===== src/rtl/pong_game_ctrl.sv =====
// pong_game_ctrl
// Game-flow sequencer for the pong pixel/physics datapath. It holds the ball
// at home while idle, during the pre-serve countdown and in game-over. It
// enables physics during a rally, and it tracks lives, rally hits and the
// speed level.
//
// Ports:
//   clk, reset      system clock, asynchronous active-high reset
//   frame_tick      one-cycle pulse per video frame
//   start           one-cycle start request
//   hit, miss       one-cycle datapath events (miss wins over hit)
//   ball_hold       ball/paddle forced to home position
//   play_en         physics may advance
//   ball_speed      BASE_SPEED + current level (pixels/frame)
//   hit_count       hits this game, saturating
//   lives           balls remaining
//   game_over       high while in OVER
//   state           IDLE=0, SERVE=1, PLAY=2, OVER=3
// Every output is registered; next values are computed from the next state.
module pong_game_ctrl #(
  parameter int LIVES          = 3,
  parameter int SERVE_FRAMES   = 120,
  parameter int OVER_FRAMES    = 300,
  parameter int HITS_PER_LEVEL = 5,
  parameter int MAX_LEVEL      = 3,
  parameter int BASE_SPEED     = 2
) (
  input  logic        clk,
  input  logic        reset,
  input  logic        frame_tick,
  input  logic        start,
  input  logic        hit,
  input  logic        miss,
  output logic        ball_hold,
  output logic        play_en,
  output logic [3:0]  ball_speed,
  output logic [15:0] hit_count,
  output logic [2:0]  lives,
  output logic        game_over,
  output logic [2:0]  state
);

  if (BASE_SPEED + MAX_LEVEL > 15) begin : g_speed_range_check
    $error("pong_game_ctrl: BASE_SPEED + MAX_LEVEL must fit in 4 bits");
  end

  typedef enum logic [2:0] {
    ST_IDLE  = 3'd0,
    ST_SERVE = 3'd1,
    ST_PLAY  = 3'd2,
    ST_OVER  = 3'd3
  } state_t;

  state_t      state_r, state_s;
  logic [9:0]  frame_cnt_r, frame_cnt_s;
  logic [2:0]  level_r, level_s;
  logic [7:0]  lvl_cnt_r, lvl_cnt_s;
  logic [15:0] hit_count_s;
  logic [2:0]  lives_s;
  logic        ball_hold_s, play_en_s, game_over_s;
  logic [3:0]  ball_speed_s;

  // State, counters and registered outputs.
  always_ff @(posedge clk or posedge reset) begin
    if (reset) begin
      state_r     <= ST_IDLE;
      frame_cnt_r <= 10'd0;
      level_r     <= 3'd0;
      lvl_cnt_r   <= 8'd0;
      hit_count   <= 16'd0;
      lives       <= 3'(LIVES);
      ball_hold   <= 1'b1;
      play_en     <= 1'b0;
      game_over   <= 1'b0;
      ball_speed  <= 4'(BASE_SPEED);
    end else begin
      state_r     <= state_s;
      frame_cnt_r <= frame_cnt_s;
      level_r     <= level_s;
      lvl_cnt_r   <= lvl_cnt_s;
      hit_count   <= hit_count_s;
      lives       <= lives_s;
      ball_hold   <= ball_hold_s;
      play_en     <= play_en_s;
      game_over   <= game_over_s;
      ball_speed  <= ball_speed_s;
    end
  end

  assign state = state_r;

  // Next-state, counter and output decode.
  always_comb begin
    state_s     = state_r;
    frame_cnt_s = frame_cnt_r;
    level_s     = level_r;
    lvl_cnt_s   = lvl_cnt_r;
    hit_count_s = hit_count;
    lives_s     = lives;

    case (state_r)
      ST_IDLE: begin
        if (start) begin
          state_s     = ST_SERVE;
          lives_s     = 3'(LIVES);
          hit_count_s = 16'd0;
          level_s     = 3'd0;
          lvl_cnt_s   = 8'd0;
          frame_cnt_s = 10'd0;
        end else begin
          state_s = ST_IDLE;
        end
      end
      ST_SERVE: begin
        // The counter reaching N-1 means this tick is the N-th one.
        if (frame_tick) begin
          if (frame_cnt_r == 10'(SERVE_FRAMES - 1)) begin
            state_s     = ST_PLAY;
            frame_cnt_s = 10'd0;
          end else begin
            frame_cnt_s = frame_cnt_r + 10'd1;
          end
        end else begin
          frame_cnt_s = frame_cnt_r;
        end
      end
      ST_PLAY: begin
        if (miss) begin
          lives_s     = lives - 3'd1;
          level_s     = 3'd0;
          lvl_cnt_s   = 8'd0;
          frame_cnt_s = 10'd0;
          if (lives == 3'd1) begin
            state_s = ST_OVER;
          end else begin
            state_s = ST_SERVE;
          end
        end else if (hit) begin
          if (hit_count != 16'hFFFF) begin
            hit_count_s = hit_count + 16'd1;
          end else begin
            hit_count_s = hit_count;
          end
          if (lvl_cnt_r == 8'(HITS_PER_LEVEL - 1)) begin
            lvl_cnt_s = 8'd0;
            if (level_r != 3'(MAX_LEVEL)) begin
              level_s = level_r + 3'd1;
            end else begin
              level_s = level_r;
            end
          end else begin
            lvl_cnt_s = lvl_cnt_r + 8'd1;
          end
        end else begin
          state_s = ST_PLAY;
        end
      end
      ST_OVER: begin
        lives_s = 3'd0;
        if (frame_tick) begin
          if (frame_cnt_r == 10'(OVER_FRAMES - 1)) begin
            state_s     = ST_IDLE;
            frame_cnt_s = 10'd0;
          end else begin
            frame_cnt_s = frame_cnt_r + 10'd1;
          end
        end else begin
          frame_cnt_s = frame_cnt_r;
        end
      end
      default: begin
        state_s     = ST_IDLE;
        frame_cnt_s = 10'd0;
      end
    endcase

    ball_hold_s  = (state_s != ST_PLAY);
    play_en_s    = (state_s == ST_PLAY);
    game_over_s  = (state_s == ST_OVER);
    ball_speed_s = 4'(BASE_SPEED) + {1'b0, level_s};
  end

endmodule

===== config.mk =====
export PLATFORM = sky130hd
export DESIGN_NAME = pong_game_ctrl
export DESIGN_NICKNAME = d
export VERILOG_FILES = /design/src/rtl/pong_game_ctrl.sv
export SDC_FILE = /design/constraint.sdc
export NUM_CORES = 1
export LEC_CHECK = 0
export CORE_AREA = 2 2 107 109
export CTS_CLUSTER_DIAMETER = 50
export DETAILED_ROUTE_END_ITERATION = 10
export DIE_AREA = 0 0 109 111
export GPL_TIMING_DRIVEN = 0
export PLACE_DENSITY_LB_ADDON = 0.2
export SLEW_MARGIN = 15
export SYNTH_ARGS = -nofsm -noshare
export SYNTH_HDL_FRONTEND = slang
export SYNTH_SLANG_ARGS = --single-unit

===== constraint.sdc =====
create_clock -name clk -period 3.6 [get_ports clk]
set_input_delay 0.72 -clock clk [delete_from_list [all_inputs] [get_ports clk]]
set_output_delay 0.72 -clock clk [all_outputs]
set_load 0.1 [all_outputs]

### Signal wires on met1, run 1

Bar = 20 um.
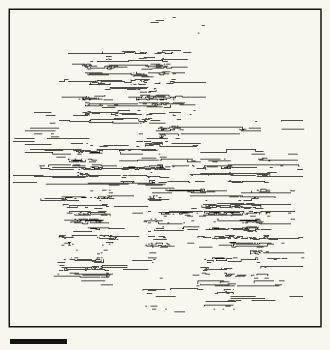
- wire length on this layer: 3,060 um
- nets with wire on the layer: 302

### Metal 2, run 1

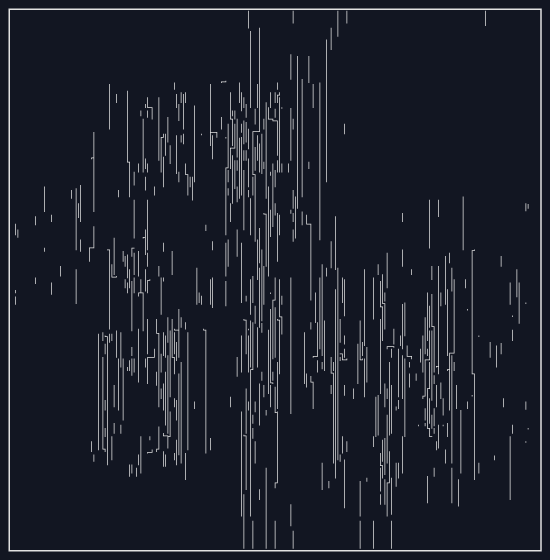
- wire length on this layer: 2,940 um
- share of all routed wire: 46%
- main direction: vertical
- nets with wire on the layer: 292
- longest straight run: 39.4 um

==> results.yml, run 1 <==
# synthesis and place-and-route metrics
layout:
  fillers: 1177
  diodes: 0
  final_core_util_pct: 30.7
  area_growth_pct: 26.5
  nNetsFinal: 345
  final_cell_mix: "dfrtp_1 (45), nand2_1 (34), clkdlybuf4s50_1 (34)"
  fin_area_um2: 3400
  layout-drive-gt1-share_pct: 7.53
  lay_top_count: "dfrtp_1"
grt:
  grt_util_all_layers_pct: 11.0
  grt_pass1_vias: 2150
  antenna_found_initial: 0
  grt_max_degree: 27
  grt_pass1_wl_um: 10600
  overflow: 0
cts:
  cts_buffer_depth: 2
  clock-sinks: 49
  holdBufCountCts: 0
  insertion_delay_ns: 0.29
  post_cts_resize_count: 0
  cts_made_buffers: 5
  cts_root_buf: "clkbuf_16"
  clkSlewWorstSetupHoldPaths_ns: 0.07
  cts_tree: "yes"
  cts_max_level: 2
  post_cts_buffers: 0
synthesis:
  synthCells: 289
  edf_count: 0
  avgSynthCellArea_um2: 9.31
  fp_nets: 303
  async_reset_ff_share_pct: 100
  synth_warnings: 0
  yosysSeqAreaShare_pct: 45.7
  syn_area_um2: 2690
  synth_cell_types: 49
  yosys-top-cells-area: "dfrtp_1 (42%), nand3_1 (5.2%), nand2_1 (4.7%)"
  yosys.area.top_type_share_pct: 41.8
  synth-seq-cells: 49
  synth-main-ff-cell: "dfrtp_1"
  largest_area_cell: "dfrtp_1"
  yosys_cells: 289
  ys_chip_area_um2: 2690
die:
  fp-row-count: 39
  die_y_um: 111
  fp_util_pct: 24.3
  chipWidth_um: 109
  core_area_um2: 11100
  ios: 35
  dieArea_um2: 12100
routing:
  avgViaCountPerCell: 4.79
  drc: 0
  vias: 2275
  wl_per_cell_um: 13.4
  routed_wl_um: 6350
  drtPass1Iterations: 4
  drtIter0Drc: 111
  ant_nets: 0
pwr:
  power.density_nw_per_um2: 367
  power_mw: 1.25
  power.share.clock_pct: 43.9
  switching_share_pct: 24.7
  p_int_uw: 941
  pwr-share-seq_pct: 45.6
  ir_drop_uv: 159
  p_leak_nw: 1.40
  p_switching_uw: 308
  p_comb_share_pct: 10.5
worst_setup_path:
  path_buffers: 1
  critical-path-top-delay-family: "buffers and inverters"
  slowest_delay_ns: 1.20
  crit_chain: "clkdlybuf4s50_1"
  reg2reg_depth: 7
  start_kind: "register"
  cp.required_ns: 2.88
  worstPathMaxFanout: 10
  arrival_ns: 2.00
  crit_cells: 1
  critPathSlowestCell: "clkdlybuf4s50_1"
  critical_path_class: "register to primary output"
  crit_path_end_kind: "primary output"
flow_run:
  warnings: 28
  maxCapViolCount: 0
timing:
  hold_viol_final: 0
  tns_ns: 0
  rsz0062_at_grt: "no"
  finalMaxSlewViolations: 0
  worstMarginPinSlew_ns: 0.980
  max_clock_freq_mhz: 367
  clock_skew_ns: 0.00686
  period_used_pct: 75.6
  min_period_ns: 2.72
  setup_viol: 0
  max_slew_margin_pct: 34.5
placed_design:
  gp_congestion: 0.798
  hpwl_um: 4710
  port_buffers: 34
  postPlaceCellArea_um2: 3230
min_path:
  hold_class: "register to register"
  hold_depth: 1
status:
  status: "finished clean"
### The metal 3 layer, run 1

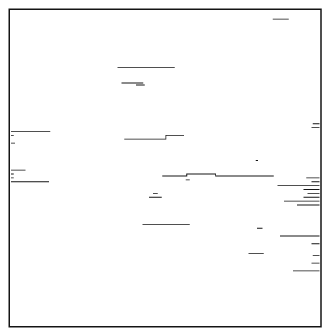
- share of all routed wire: 4.0%
- longest straight run: 20.2 um
- nets with wire on the layer: 31

[run 1: cells in the mapped netlist (all sizes together) (3+ instances only)]
cell type and instances:
and3 11, xor2 9, nor2b 3, dfstp 4
a21oi 3, mux2i 7, inv 8, nand2 34
nand4 10, ha 8, o311ai 5, clkbuf 6
or2 3, dfrtp 45, buf 3, o21ai 21
nor3b 3, nand3 28, nor3 8, nor2 25
nand2b 9, o2bb2ai 3, and4 3
[run 1: sequential cells by signal (all words and copies together), names as in the netlist, named ones only]
| signal | flops |
|---|---|
| ball_speed | 3 |
| game_over | 1 |
| frame_cnt_r | 10 |
| lives | 3 |
| ball_hold | 1 |
| play_en | 1 |
| level_r | 2 |
| lvl_cnt_r | 8 |
| hit_count | 16 |
| state | 3 |
[run 1: worst paths after layout]
kind | slack, ns | end | startpoint
min reg2reg | 0.49 | ball_speed[1]$_DFF_PP1_ | level_r[1]$_DFF_PP0_
max | 0.88 | state[0] | state[0]$_DFF_PP0_
max in group asynchronous | 2.18 | ball_hold$_DFF_PP1_ | reset
min | 0.49 | ball_speed[1]$_DFF_PP1_ | level_r[1]$_DFF_PP0_
max reg2reg | 1.44 | frame_cnt_r[9]$_DFFE_PP0P_ | frame_cnt_r[0]$_DFFE_PP0P_
min in group asynchronous | 0.82 | lvl_cnt_r[1]$_DFFE_PP0P_ | reset
[run 1: power by group through the flow]
stage	clock network (mW)	registers (mW)	logic, mW
2_1_floorplan	0	0.625	0.0459
3_3_place_gp	0	0.581	0.130
3_5_place_dp	0	0.581	0.133
4_1_cts	0.572	0.570	0.134
5_1_grt	0.586	0.572	0.143
6_report	0.548	0.570	0.131
[run 1: routing by layer]
metal	vias to the layer above	routed length, um	GRT usage, %
li1	1136	-	-
met1	1088	3060	14.9
met2	45	2940	17.1
met3	6	252	2.65
met4	0	94	3.93
met5	-	0	0
[run 1: logic make-up (layout without fill, tap and decap cells)]
kind of cell / after synthesis / in the layout / share of synthesized area [%]
xor gates and xnor gates: 9 / 9 / 2.93
AOI/OAI and AO/OA: 52 / 52 / 13.7
and+or+nand+nor: 146 / 146 / 28.3
muxes: 7 / 7 / 2.60
buffers and inverters: 17 / 60 / 2.93
adders and majority gates: 8 / 8 / 3.72
DFF: 49 / 49 / 45.7
other: 1 / 1 / 0.139
[run 1: metrics by stage]
stage | hold WS, ns | cells | setup WS [ns]
finish | 0.493 | 475 | 0.877
global route | 0.499 | 475 | 0.802
global placement | 0.466 | 466 | 0.583
floorplan | 0.435 | 289 | 0.995
detailed placement | 0.468 | 467 | 0.970
CTS | 0.487 | 475 | 0.853
[run 1: cell type report]
class                           instances  area, um^2  area share, %
Sequential cell                        49        1230           36.2
Timing Repair Buffer                   35         360           10.6
Buffer                                  9        48.8           1.43
Inverter                                8        30.0          0.882
Clock inverter                          1        30.0          0.882
Clock buffer                            7         143           4.19
Tap cell                              143         179           5.26
Multi-Input combinational cell        223        1380           40.6
## Run 2: what changed since run 1
Clock period 3.6 ns to 2.46 ns, I/O delays scaled along.
### Signal wires on met1, run 2

Bar = 20 um.
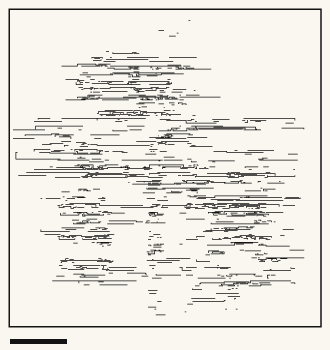
- nets with wire on the layer: 299
- share of all routed wire: 48%

### Track usage over the die, run 2

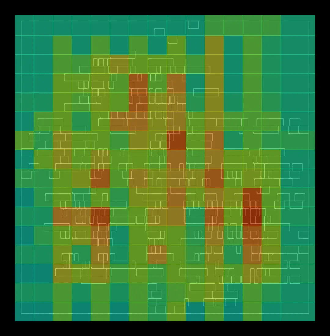
most used routing layer: met2
grt met1 use: 15.6%
final core occ: 30.6%
routed len/inst: 13.3 um
GR Layer Usage met3: 2.53%

==> run 2 against run 1 <==
  * Design area shrank 0.29%
  * Power up 36%
  * Clock-buffer cell count decreased by 2
  * Final cell count did not move
  * Worst setup slack worse by 0.86 ns
  * Hold slack worse by 0.010 ns
  * Synthesized cell count is the same
  * Largest cell class unchanged
  * Combinational power is 44% higher
  * Register-to-register slack got worse by 1.1 ns
  * Via count decreased by 0.40%
  * Critical path type unchanged
  * Sequential power is 46% higher
  * Area after synthesis did not move
==> results.yml, run 2 <==
# synthesis and place-and-route metrics
grt:
  grt_pass1_wl_um: 11000
  overflow: 0
  grt_util_all_layers_pct: 11.4
  grt_pass1_vias: 2265
  grt_max_degree: 29
  antenna_found_initial: 0
min_path:
  worstHoldEndpoint: "ball_speed[1]$_DFF_PP1_"
  hold_class: "register to register"
  hp-start: "level_r[1]$_DFF_PP0_"
  hold_depth: 1
timing:
  max_slew_margin_pct: 34.5
  finalMaxSlewViolations: 0
  min_period_ns: 2.44
  max_clock_freq_mhz: 410
  holdWs_ns: 0.483
  hold_viol_final: 0
  tns_ns: 0
  rsz0062_at_grt: "no"
  setup_viol: 0
  period_used_pct: 99.2
  clock_skew_ns: 0.00586
  worstMarginPinSlew_ns: 0.979
worst_setup_path:
  r2r_end: "frame_cnt_r[5]$_DFFE_PP0P_"
  worstPathMaxFanout: 2
  critical_path_class: "register to primary output"
  reg2reg_depth: 7
  crit_chain: "clkdlybuf4s50_1"
  critPathSlowestCell: "clkdlybuf4s50_1"
  rr_startpoint: "frame_cnt_r[0]$_DFFE_PP0P_"
  critical-path-top-delay-family: "buffers and inverters"
  slowest_delay_ns: 1.12
  rrSetupSlack_ns: 0.30
  path_buffers: 1
  crit_path_end_kind: "primary output"
  start_kind: "register"
  cp.required_ns: 1.97
  arrival_ns: 1.95
pwr:
  switching_share_pct: 27.2
  ir_drop_uv: 269
  p_switching_uw: 462
  p_int_mw: 1.24
  power_mw: 1.70
  p_leak_nw: 1.47
  pwr-share-seq_pct: 49.1
  p_comb_share_pct: 11.0
  power.density_nw_per_um2: 502
  power.share.clock_pct: 39.9
die:
  fp-row-count: 39
  chipWidth_um: 109
  dieArea_um2: 12100
  die_y_um: 111
  fp_util_pct: 24.3
  ios: 35
  core_area_um2: 11100
cts:
  post_cts_buffers: 0
  cts_root_buf: "clkbuf_16"
  cts_buffer_depth: 2
  clock-sinks: 49
  insertion_delay_ns: 0.29
  cts_made_buffers: 5
  clkSlewWorstSetupHoldPaths_ns: 0.07
  cts_max_level: 2
  holdBufCountCts: 0
  cts_tree: "yes"
routing:
  avgViaCountPerCell: 4.77
  drtPass1Iterations: 4
  drtIter0Drc: 97
  drc: 0
  vias: 2266
  routed_wl_um: 6310
  ant_nets: 0
placed_design:
  port_buffers: 34
  postPlaceCellArea_um2: 3240
  gp_congestion: 0.797
  hpwl_um: 4720
layout:
  fin_area_um2: 3390
  regMostFlops: "hit_count"
  layout-drive-gt1-share_pct: 8.43
  area_growth_pct: 26.1
  reg.largest.list: "hit_count: 16 flops, frame_cnt_r: 10 flops, lvl_cnt_r: 8 flops"
  largest_reg_flops: 16
  diodes: 0
  lay_top_count: "dfrtp_1"
  nNetsFinal: 345
  final_cell_mix: "dfrtp_1 (44), nand2_1 (33), nand3_1 (28)"
synthesis:
  async_reset_ff_share_pct: 100
  top_cells_by_count: "dfrtp_1 (45), nand2_1 (34), nand3_1 (28), nor2_1 (25), o21ai_0 (21)"
  synthCells: 289
  yosys_cells: 289
  ys_chip_area_um2: 2690
  synth_warnings: 0
  synth-main-ff-cell: "dfrtp_1"
  yosys.area.top_type_share_pct: 41.8
  fp_nets: 303
  yosys-top-cells-area: "dfrtp_1 (42%), nand3_1 (5.2%), nand2_1 (4.7%)"
  synthMostInstantiatedCell: "dfrtp_1"
  largest_area_cell: "dfrtp_1"
  synth_cell_types: 49
  syn_area_um2: 2690
  synth-seq-cells: 49
  yosysSeqAreaShare_pct: 45.7
  edf_count: 0
  avgSynthCellArea_um2: 9.31
flow_run:
  warnings: 28
  maxCapViolCount: 0
status:
  status: "finished clean"
==> run 2: worst max-delay path by stage <==
| stage | end | depth (start not counted) | slack [ns] | start |
|---|---|---|---|---|
| finish | lives[1] | 1 | 0.02 | lives[1]$_DFFE_PP1P_ |
| detailed placement | lives[2]$_DFFE_PP0P_ | 5 | 0.03 | start |
| CTS | lives[1] | 1 | 0.01 | lives[1]$_DFFE_PP1P_ |
| global route | lives[1] | 1 | 0.001 | lives[1]$_DFFE_PP1P_ |
| global placement | state[1]$_DFF_PP0_ | 2 | -0.52 | reset |
| floorplan | lvl_cnt_r[5]$_DFFE_PP0P_ | 5 | 0.1 | state[0]$_DFF_PP0_ |
==> run 2: worst register-to-register path, delay by kind of cell (launching register included) <==
kind                     cells  cell delay (ns)
buffers and inverters        1             0.29
AND/OR/NAND/NOR              4             0.65
flip-flops                   1             0.41
adder cells (fa/ha/maj)      1             0.27
AND-OR/OR-AND                1             0.41
==> run 2: per-stage QoR <==
stage / setup WS (ns) / cells
after floorplan: 0.0996 / 289
after global placement: -0.519 / 466
after detailed placement: 0.0338 / 467
after CTS: 0.0101 / 475
after global routing: 0.00145 / 475
final: 0.0206 / 475
==> run 2: power by group through the flow <==
stage          Clock (mW)  Combinational [mW]  Sequential [mW]
2_1_floorplan           0              0.0672            0.914
3_3_place_gp            0               0.190            0.851
3_5_place_dp            0               0.195            0.850
4_1_cts             0.702               0.192            0.835
5_1_grt             0.741               0.207            0.836
6_report            0.679               0.188            0.835
==> run 2: layout make-up <==
type                            instances  area (um^2)
Tap cell                              143          179
Buffer                                  9         48.8
Fill cell                            1162         7680
Sequential cell                        49         1230
Multi-Input combinational cell        223         1380
Clock buffer                            5          125
Inverter                                8         30.0
Timing Repair Buffer                   35          377
Clock inverter                          3         17.5
==> run 2: logic make-up (layout without fill, tap and decap cells) <==
group | after synthesis | in the layout | synth area share, %
simple gates | 146 | 146 | 28.3
buf+inv | 17 | 60 | 2.93
compound gates | 52 | 52 | 13.7
fa+ha+maj | 8 | 8 | 3.72
xor+xnor | 9 | 9 | 2.93
flops | 49 | 49 | 45.7
other cells | 1 | 1 | 0.139
mux | 7 | 7 | 2.60
==> run 2: per-layer routing <==
| layer | vias to the layer above | share of wire (%) | track usage, % |
|---|---|---|---|
| li1 | 1140 | - | - |
| met1 | 1078 | 48 | 15.6 |
| met2 | 40 | 46 | 17.6 |
| met3 | 8 | 4.1 | 2.53 |
| met4 | 0 | 1.8 | 3.68 |
| met5 | - | 0 | 0 |
==> run 2: what timing repair did <==
item	in CTS	in global routing
gates cloned	0	0
gates resized	3	6
setup endpoints to repair	3	6
## Run 3: what changed since run 2
Settings changed: SLEW_MARGIN 15 to 20.
### Metal 2, run 3

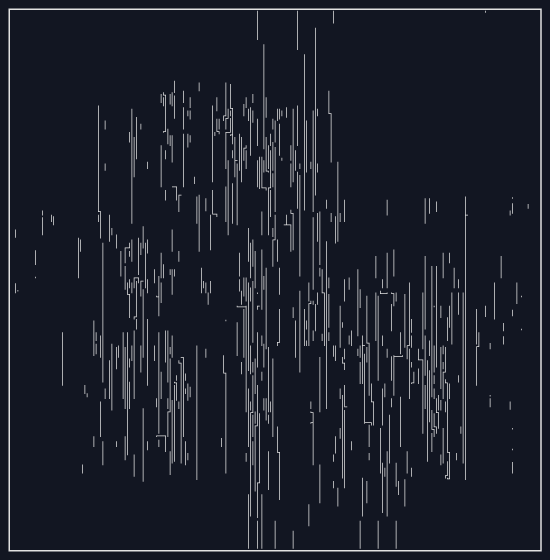
- longest straight run: 58.1 um
- nets with wire on the layer: 280
- share of all routed wire: 45%
- main direction: vertical
- wire length on this layer: 2,840 um

### Track usage over the die, run 3

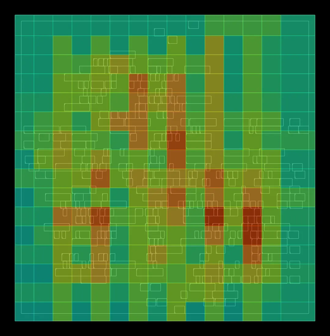
GR Layer Usage met3: 2.47%
final core occ: 30.3%
routed len/inst: 13.2 um

==> run 3 against run 2 <==
  * Non-clock buffer count fell by 2
  * Hold slack improved by 0.00078 ns
  * Area after synthesis did not move
  * Sequential share of layout area rose by 0.37 points
  * Critical path type unchanged
  * Critical endpoint unchanged
  * Final cell count fell by 0.42%
  * Combinational power fell by 3%
  * Global-route usage fell by 0.30 points
  * Sequential cell count did not move
  * Sequential power barely moved
==> results.yml, run 3 <==
# synthesis and place-and-route metrics
pwr:
  p_leak_nw: 1.46
  ir_drop_uv: 274
  power_mw: 1.69
  power.density_nw_per_um2: 503
grt:
  antenna_found_initial: 0
  grt_util_all_layers_pct: 11.1
  grt_max_degree: 50
  grt_pass1_vias: 2216
  grt_pass1_wl_um: 10700
  overflow: 0
synthesis:
  async_reset_ff_share_pct: 100
  fp_nets: 303
  synth-seq-cells: 49
  top_cells_by_count: "dfrtp_1 (45), nand2_1 (34), nand3_1 (28), nor2_1 (25), o21ai_0 (21)"
  synth-main-ff-cell: "dfrtp_1"
  yosysSeqAreaShare_pct: 45.7
  yosys-top-cells-area: "dfrtp_1 (42%), nand3_1 (5.2%), nand2_1 (4.7%)"
  largest_area_cell: "dfrtp_1"
  yosys_cells: 289
  synthMostInstantiatedCell: "dfrtp_1"
  synth_warnings: 0
  ys_chip_area_um2: 2690
  synthCells: 289
  synth_cell_types: 49
  edf_count: 0
  avgSynthCellArea_um2: 9.31
  yosys.area.top_type_share_pct: 41.8
  syn_area_um2: 2690
routing:
  drtPass1Iterations: 5
  ant_nets: 0
  drc: 0
  avgViaCountPerCell: 4.75
  drtIter0Drc: 73
  routed_wl_um: 6260
  vias: 2248
worst_setup_path:
  worstPathMaxFanout: 2
  critical-path-top-delay-family: "buffers and inverters"
  slowest_delay_ns: 1.13
  crit_chain: "clkdlybuf4s50_1"
  critical_path_class: "register to primary output"
  arrival_ns: 1.94
  cp.required_ns: 1.97
  crit_path_end_kind: "primary output"
  critPathSlowestCell: "clkdlybuf4s50_1"
  start_kind: "register"
  path_buffers: 1
flow_run:
  warnings: 28
  maxCapViolCount: 0
die:
  dieArea_um2: 12100
  fp_util_pct: 24.3
  core_area_um2: 11100
  ios: 35
  chipWidth_um: 109
  fp-row-count: 39
  die_y_um: 111
layout:
  lay_top_count: "dfrtp_1"
  diodes: 0
  nNetsFinal: 343
  largest_reg_flops: 16
  layout-drive-gt1-share_pct: 7.88
  reg.largest.list: "hit_count: 16 flops, frame_cnt_r: 10 flops, lvl_cnt_r: 8 flops"
  area_growth_pct: 24.8
  regMostFlops: "hit_count"
  final_cell_mix: "dfrtp_1 (44), nand2_1 (34), nand3_1 (28)"
  fillers: 1181
timing:
  max_clock_freq_mhz: 411
  tns_ns: 0
  max_slew_margin_pct: 35.0
  clock_skew_ns: 0.00562
  worstMarginPinSlew_ns: 0.973
  finalMaxSlewViolations: 0
  min_period_ns: 2.43
  hold_viol_final: 0
  fin_ws_ns: 0.0251
  holdWs_ns: 0.484
  rsz0062_at_grt: "no"
  period_used_pct: 99.0
  setup_viol: 0
cts:
  post_cts_buffers: 0
  cts_tree: "yes"
  holdBufCountCts: 0
  post_cts_resize_count: 3
  cts_root_buf: "clkbuf_16"
  insertion_delay_ns: 0.29
  clock-sinks: 49
  cts_made_buffers: 5
  clkSlewWorstSetupHoldPaths_ns: 0.07
  cts_max_level: 2
  cts_buffer_depth: 2
min_path:
  hold_class: "register to register"
placed_design:
  pre_cts_slack_ns: 0.0286
  hpwl_um: 4560
  gp_congestion: 0.797
  port_buffers: 34
status:
  status: "finished clean"
-- run 3: cell counts after synthesis --
Identical to the previous run, type by type.
-- run 3: cell families after synthesis --
logic type / after synthesis / synth area share (%)
simple gates: 146 / 28.3
compound gates: 52 / 13.7
flops: 49 / 45.7
buf+inv: 17 / 2.93
xor+xnor: 9 / 2.93
fa+ha+maj: 8 / 3.72
mux: 7 / 2.60
other cells: 1 / 0.139
-- run 3: path summary, 6_finish.rpt --
path | start | endpoint | slack (ns) | depth (start not counted)
worst max-delay path | lives[1]$_DFFE_PP1P_ | lives[1] | 0.03 | 1
worst min-delay path | level_r[1]$_DFF_PP0_ | ball_speed[1]$_DFF_PP1_ | 0.48 | 1
worst max register to register | frame_cnt_r[0]$_DFFE_PP0P_ | frame_cnt_r[5]$_DFFE_PP0P_ | 0.33 | 6
worst min register to register | level_r[1]$_DFF_PP0_ | ball_speed[1]$_DFF_PP1_ | 0.48 | 1
max in group asynchronous | reset | state[1]$_DFF_PP0_ | 1.37 | 2
min in group asynchronous | reset | hit_count[13]$_DFFE_PP0P_ | 0.65 | 2
-- run 3: area by class of cell --
cell class / count / area (um^2) / share of cell area (%)
clock inverters: 3 / 17.5 / 0.521
inverters: 8 / 32.5 / 0.968
clock buffers: 5 / 125 / 3.72
multi-input cells: 223 / 1380 / 41.1
flip-flops and latches: 49 / 1230 / 36.7
plain buffers: 8 / 45.0 / 1.34
well taps: 143 / 179 / 5.33
repair buffers: 34 / 347 / 10.3
-- run 3: routing by layer --
metal / share of wire, % / up-vias / global-route usage, %
met5: 0 / - / 0
li1: - / 1129 / -
met3: 4.2 / 5 / 2.47
met2: 45 / 38 / 17.3
met1: 49 / 1076 / 15.1
met4: 1.1 / 0 / 3.50
-- run 3: power breakdown --
part / total (mW) / internal (mW) / switching, mW / leakage (nW)
Sequential: 0.835 / 0.821 / 0.0143 / 0.665
Clock: 0.674 / 0.373 / 0.300 / 0.0696
Combinational: 0.183 / 0.0407 / 0.142 / 0.722
-- run 3: through the flow --
stage	cells	instance area, um^2
after floorplan	289	2690
after global placement	466	3210
after detailed placement	466	3210
after CTS	474	3350
after global routing	473	3360
final	473	3360
Power and IR drop assume default switching activity.
